metal_stack.png
Only two layers are drawn.
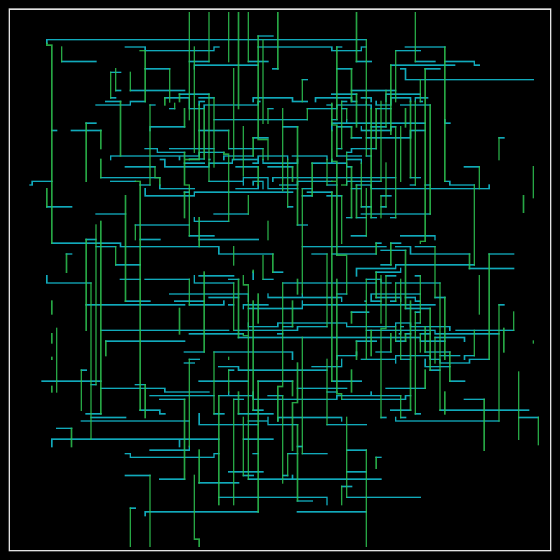
pins.png
Pins as bars across the die edge, other pins in grey.
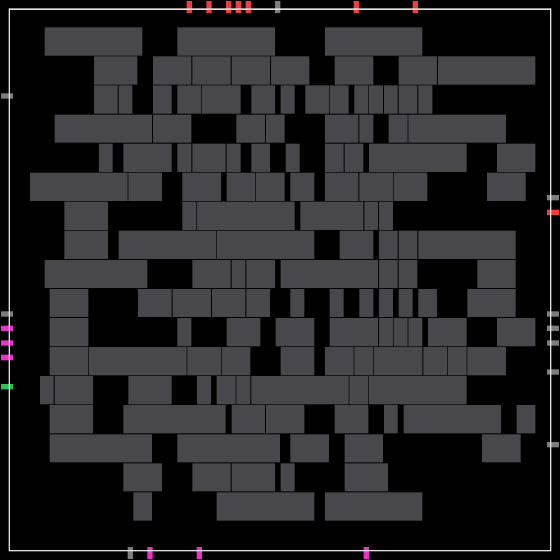
registers.png
Scale bar: 20 microns.
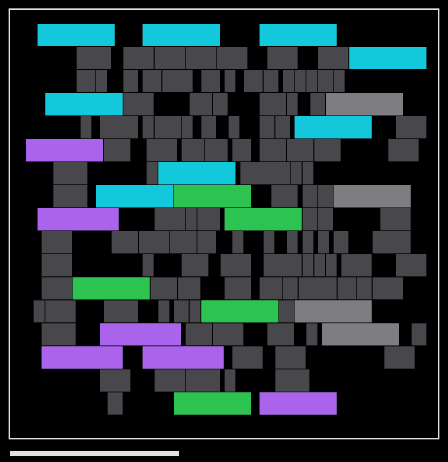
gate_families.png
Scale bar: 20 microns.
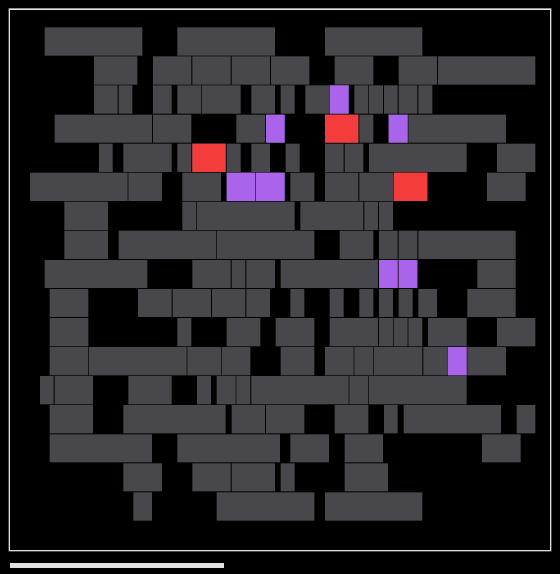
**src/rtl/seq_detect_param_if.sv**
```systemverilog
// Bus bundle for seq_detect_param.
//   master : drives x, x_valid, load, pat_in, ovl, clr_cnt; observes z, hit_cnt, fill
//   slave  : the detector side of the same signals
// PAT_W / CNT_W must match the parameters of the attached detector.
interface seq_detect_param_if #(
    parameter int PAT_W = 6,
    parameter int CNT_W = 8
);
    logic                           x;
    logic                           x_valid;
    logic                           load;
    logic [PAT_W-1:0]               pat_in;
    logic                           ovl;
    logic                           clr_cnt;
    logic                           z;
    logic [CNT_W-1:0]               hit_cnt;
    logic [$clog2(PAT_W+1)-1:0]     fill;

    modport master (
        output x, x_valid, load, pat_in, ovl, clr_cnt,
        input  z, hit_cnt, fill
    );

    modport slave (
        input  x, x_valid, load, pat_in, ovl, clr_cnt,
        output z, hit_cnt, fill
    );
endinterface

```
**src/rtl/seq_detect_param.sv**
```systemverilog
// Programmable serial pattern detector.
// Shifts qualified bits into a PAT_W-deep history and flags a match when the
// last PAT_W accepted bits equal the loaded pattern (MSB = oldest bit).
// Overlapping or non-overlapping detection is selected per cycle by ovl.
// Ports:
//   clk      : clock, rising edge
//   rst      : asynchronous reset, active low
//   bus      : seq_detect_param_if.slave
//              x/x_valid  serial data and qualifier
//              load/pat_in new pattern strobe and value
//              ovl        1 = overlapping, 0 = non-overlapping
//              clr_cnt    synchronous clear of hit_cnt
//              z          registered Moore detect flag (state HIT)
//              hit_cnt    saturating detection count
//              fill       valid history bits, saturating at PAT_W
module seq_detect_param #(
    parameter int               PAT_W   = 6,
    parameter logic [PAT_W-1:0] DEF_PAT = PAT_W'(6'b110110),
    parameter int               CNT_W   = 8
) (
    input  logic               clk,
    input  logic               rst,
    seq_detect_param_if.slave  bus
);
    localparam int               FILL_W   = $clog2(PAT_W + 1);
    localparam logic [FILL_W-1:0] FILL_MAX = FILL_W'(PAT_W);
    localparam logic [FILL_W-1:0] FILL_THR = FILL_W'(PAT_W - 1);
    localparam logic [CNT_W-1:0]  CNT_MAX  = '1;

    typedef enum logic {HUNT, HIT} state_t;

    state_t             state;
    logic [PAT_W-1:0]   pat_reg;
    logic [PAT_W-1:0]   hist;
    logic [FILL_W-1:0]  fill;
    logic [CNT_W-1:0]   hit_cnt;

    logic               accept;
    logic [PAT_W-1:0]   shifted;
    logic               match;

    // load wins over x_valid, so a load cycle never counts as an accepted bit
    always_comb begin
        accept  = bus.x_valid & ~bus.load;
        shifted = {hist[PAT_W-2:0], bus.x};
        match   = accept && (shifted == pat_reg) && (fill >= FILL_THR);
    end

    always_ff @(posedge clk or negedge rst) begin
        if (!rst) begin
            state   <= HUNT;
            pat_reg <= DEF_PAT;
            hist    <= '0;
            fill    <= '0;
            hit_cnt <= '0;
        end else begin
            // HIT lasts only while consecutive cycles keep matching
            state <= match ? HIT : HUNT;

            // clear together with a match restarts at 1 so the hit is kept
            if (match) begin
                if (bus.clr_cnt)
                    hit_cnt <= CNT_W'(1);
                else if (hit_cnt != CNT_MAX)
                    hit_cnt <= hit_cnt + CNT_W'(1);
            end else if (bus.clr_cnt) begin
                hit_cnt <= '0;
            end

            if (bus.load) begin
                pat_reg <= bus.pat_in;
                hist    <= '0;
                fill    <= '0;
            end else if (accept) begin
                hist <= shifted;
                // non-overlap: history keeps shifting but must refill fully
                if (match && !bus.ovl)
                    fill <= '0;
                else if (fill != FILL_MAX)
                    fill <= fill + FILL_W'(1);
            end
        end
    end

    assign bus.z       = (state == HIT);
    assign bus.hit_cnt = hit_cnt;
    assign bus.fill    = fill;
endmodule
```
**src/flat_wrapper.sv**
```systemverilog
// flat-port wrapper written by rule: the top's interface ports become plain ports
module seq_detect_param_flat 
#(
    parameter int               PAT_W   = 6,
    parameter logic [PAT_W-1:0] DEF_PAT = PAT_W'(6'b110110),
    parameter int               CNT_W   = 8
)
  (clk, rst, bus_x, bus_x_valid, bus_load, bus_pat_in, bus_ovl, bus_clr_cnt, bus_z, bus_hit_cnt, bus_fill);
  seq_detect_param_if #(.PAT_W(PAT_W), .CNT_W(CNT_W)) bus_i ();
  input  logic clk;
  input  logic rst;
  input wire logic [$bits(bus_i.x)-1:0] bus_x;
  input wire logic [$bits(bus_i.x_valid)-1:0] bus_x_valid;
  input wire logic [$bits(bus_i.load)-1:0] bus_load;
  input wire logic [$bits(bus_i.pat_in)-1:0] bus_pat_in;
  input wire logic [$bits(bus_i.ovl)-1:0] bus_ovl;
  input wire logic [$bits(bus_i.clr_cnt)-1:0] bus_clr_cnt;
  output wire logic [$bits(bus_i.z)-1:0] bus_z;
  output wire logic [$bits(bus_i.hit_cnt)-1:0] bus_hit_cnt;
  output wire logic [$bits(bus_i.fill)-1:0] bus_fill;
  assign bus_i.x = bus_x;
  assign bus_i.x_valid = bus_x_valid;
  assign bus_i.load = bus_load;
  assign bus_i.pat_in = bus_pat_in;
  assign bus_i.ovl = bus_ovl;
  assign bus_i.clr_cnt = bus_clr_cnt;
  assign bus_z = bus_i.z;
  assign bus_hit_cnt = bus_i.hit_cnt;
  assign bus_fill = bus_i.fill;
  seq_detect_param #(.PAT_W(PAT_W), .DEF_PAT(DEF_PAT), .CNT_W(CNT_W)) u_core (.clk(clk), .rst(rst), .bus(bus_i));
endmodule
```
**config.mk**
```make
export PLATFORM = sky130hd
export DESIGN_NAME = seq_detect_param_flat
export DESIGN_NICKNAME = d
export VERILOG_FILES = /design/src/rtl/seq_detect_param_if.sv /design/src/rtl/seq_detect_param.sv /design/src/flat_wrapper.sv
export SDC_FILE = /design/constraint.sdc
export NUM_CORES = 1
export LEC_CHECK = 0
export CAP_MARGIN = 20
export CORE_UTILIZATION = 50
export DETAILED_ROUTE_END_ITERATION = 16
export GPL_TIMING_DRIVEN = 0
export PLACE_DENSITY = 0.84
export SLEW_MARGIN = 20
export SYNTH_ARGS = -nofsm -noshare
export SYNTH_HDL_FRONTEND = slang
export SYNTH_SLANG_ARGS = --single-unit
export TNS_END_PERCENT = 10
```
**constraint.sdc**
```tcl
create_clock -name clk -period 6.5 [get_ports clk]
set_input_delay 0.975 -clock clk [delete_from_list [all_inputs] [get_ports clk]]
set_output_delay 0.975 -clock clk [all_outputs]
set_load 0.1 [all_outputs]
```
==> out/qor.csv <==
stage;metric;value;unit
worst_setup_path;worst path bufs/invs;1;
min_path;hold path start;u_core.pat_reg[3];
power;P_sw;0.0686;mW
grt;gr usage total;0.199;
power;leakage dissipation;0.621;nW
drt;drt via density;5.39;
worst_setup_path;Crit. path cell count;1;
min_path;Worst Hold Class;register to register;
worst_setup_path;CP Class;register to primary output;
worst_setup_path;CP top delay family;buffers and inverters;
drt;DRT Wirelength;2150;microns
power;Pwr Density;178;mW/mm^2
drt;antenna-violating nets left;0;
clocking;TritonCTS clock tree;built;
final_layout;ANT cells;0;
yosys;Synth Warn #;0;
worst_setup_path;CP startpoint;u_core.bus.fill[1];
final_timing;worst clock skew;0.00668;ns
yosys;sequential fraction of the synthesis area;0.493;
yosys;Avg Inst Size Synth;10.5;sq um
final_timing;PnR worst setup slack;3.59;ns
final_layout;most frequent cells in the layout;21 x clkdlybuf4s50_1, 19 x dfrtp_1, 16 x nor2_1;
min_path;Hold EP;u_core.pat_reg[3];
final_timing;Tmin final;2.91;ns
final_timing;setup violators final;0;
clocking;CTS buffer count;3;
drt;vias;895;
clocking;CTS Sinks;23;
placed_design;post-place setup slack;3.60;ns
yosys;Post-Syn Nets;129;
yosys;largest area contributor in the netlist;dfrtp_1;
final_layout;Core Util, Final;0.658;
worst_setup_path;CP Max Fanout;6;
final_layout;Area Overhead vs Synth;23.6;%
floorplan;floorplan utilization;0.533;
yosys;Compound Share, Synth;0.0605;
grt;first-pass GRT wire length;3770;microns
final_timing;Final Hold Vio Count;0;
worst_setup_path;reg2reg end;u_core.bus.hit_cnt[4];
yosys;Main logic family;simple AND/OR/NAND/NOR gates;
grt;GRT overflow;0;
drt;routed len/inst;12.9;microns
yosys;Top-area cell share;0.403;
power;Comb pwr share;0.142;
yosys;xor/xnor share;0.0594;
placed_design;input/output buffers;22;
worst_setup_path;Worst Path Arrival;1.94;ns
worst_setup_path;Setup crit end;bus_fill[1];
yosys;Yosys chip area;0.00118;sq mm
run_status;outcome;complete, no violations;
final_timing;unrepaired setup endpoints after global routing;false;
final_timing;FMAX;0.343;GHz
floorplan;Core Region;0.00221;sq mm
placed_design;routability cong.;0.814;
clocking;hold_buf cts;0;
clocking;H-tree levels;1;
yosys;yosys adder share;0.0425;
grt;pin count of the biggest net entering global routing;24;
worst_setup_path;Crit path required time;5.52;ns
final_timing;cycle use final;0.448;
yosys;post-synthesis cell count;112;
power;Flop pwr share;0.600;
placed_design;Detail Placement HPWL;1610;microns
drt;1st-pass router iterations;4;
floorplan;Die Size;0.00256;sq mm
final_layout;Post-Layout Cell Count;166;
final_timing;WHS;0.554;ns
final_layout;design area;0.00146;sq mm
yosys;Post-synth EDFFs;0;
worst_setup_path;Critical Path Start Type;register;
-- metal_stack.png (at the start) --
[cyan] met1 | wire length: 1030 microns
[green] met2 | wire length: 1000 microns

-- pins.png (at the start) --
[magenta] bus_pat_in | pins: 6 | direction: input | edge: 3 left, 3 bottom
[red] bus_hit_cnt | pins: 8 | direction: output | edge: 7 top, 1 right
[green] bus_load | pins: 1 | direction: input | edge: left
all pins by edge: 8 top, 7 right, 6 left, 4 bottom

-- registers.png (at the start) --
[cyan] u_core.bus.hit_cnt | sequential cells: 8
[purple] u_core.pat_reg | sequential cells: 6
[green] u_core.hist | sequential cells: 5
not coloured: 4

-- gate_families.png (at the start) --
[red] AND-OR and OR-AND gates | cells: 3 | most used: a31o_2
[purple] inverting AOI/OAI gates | cells: 8 | most used: a21oi_1

## cell type report
cell class	count	area, sq um
plain buffers	5	21.3
clock inverters	1	5.00
flip-flops and latches	23	581
repair buffers	22	215
clock buffers	3	22.5
well taps	28	35.0
fillers	194	756
multi-input cells	80	562
inverters	4	15.0
## power groups by stage
stage	logic, mW	registers, mW	clock network [mW]
3_5_place_dp	0.0373	0.158	0
2_1_floorplan	0.0170	0.163	0
5_1_grt	0.0403	0.156	0.0736
6_report	0.0367	0.155	0.0668
4_1_cts	0.0374	0.155	0.0701
3_3_place_gp	0.0365	0.158	0
## per-layer routing
layer	share of wire	track usage	routed length (microns)	vias up
met5	0	0	0	-
met4	0.015	0.0833	33	0
met3	0.040	0.0364	86	5
met2	0.47	0.342	1000	21
met1	0.48	0.244	1030	429
li1	-	-	-	440
Power is estimated from default activity; no workload was simulated.
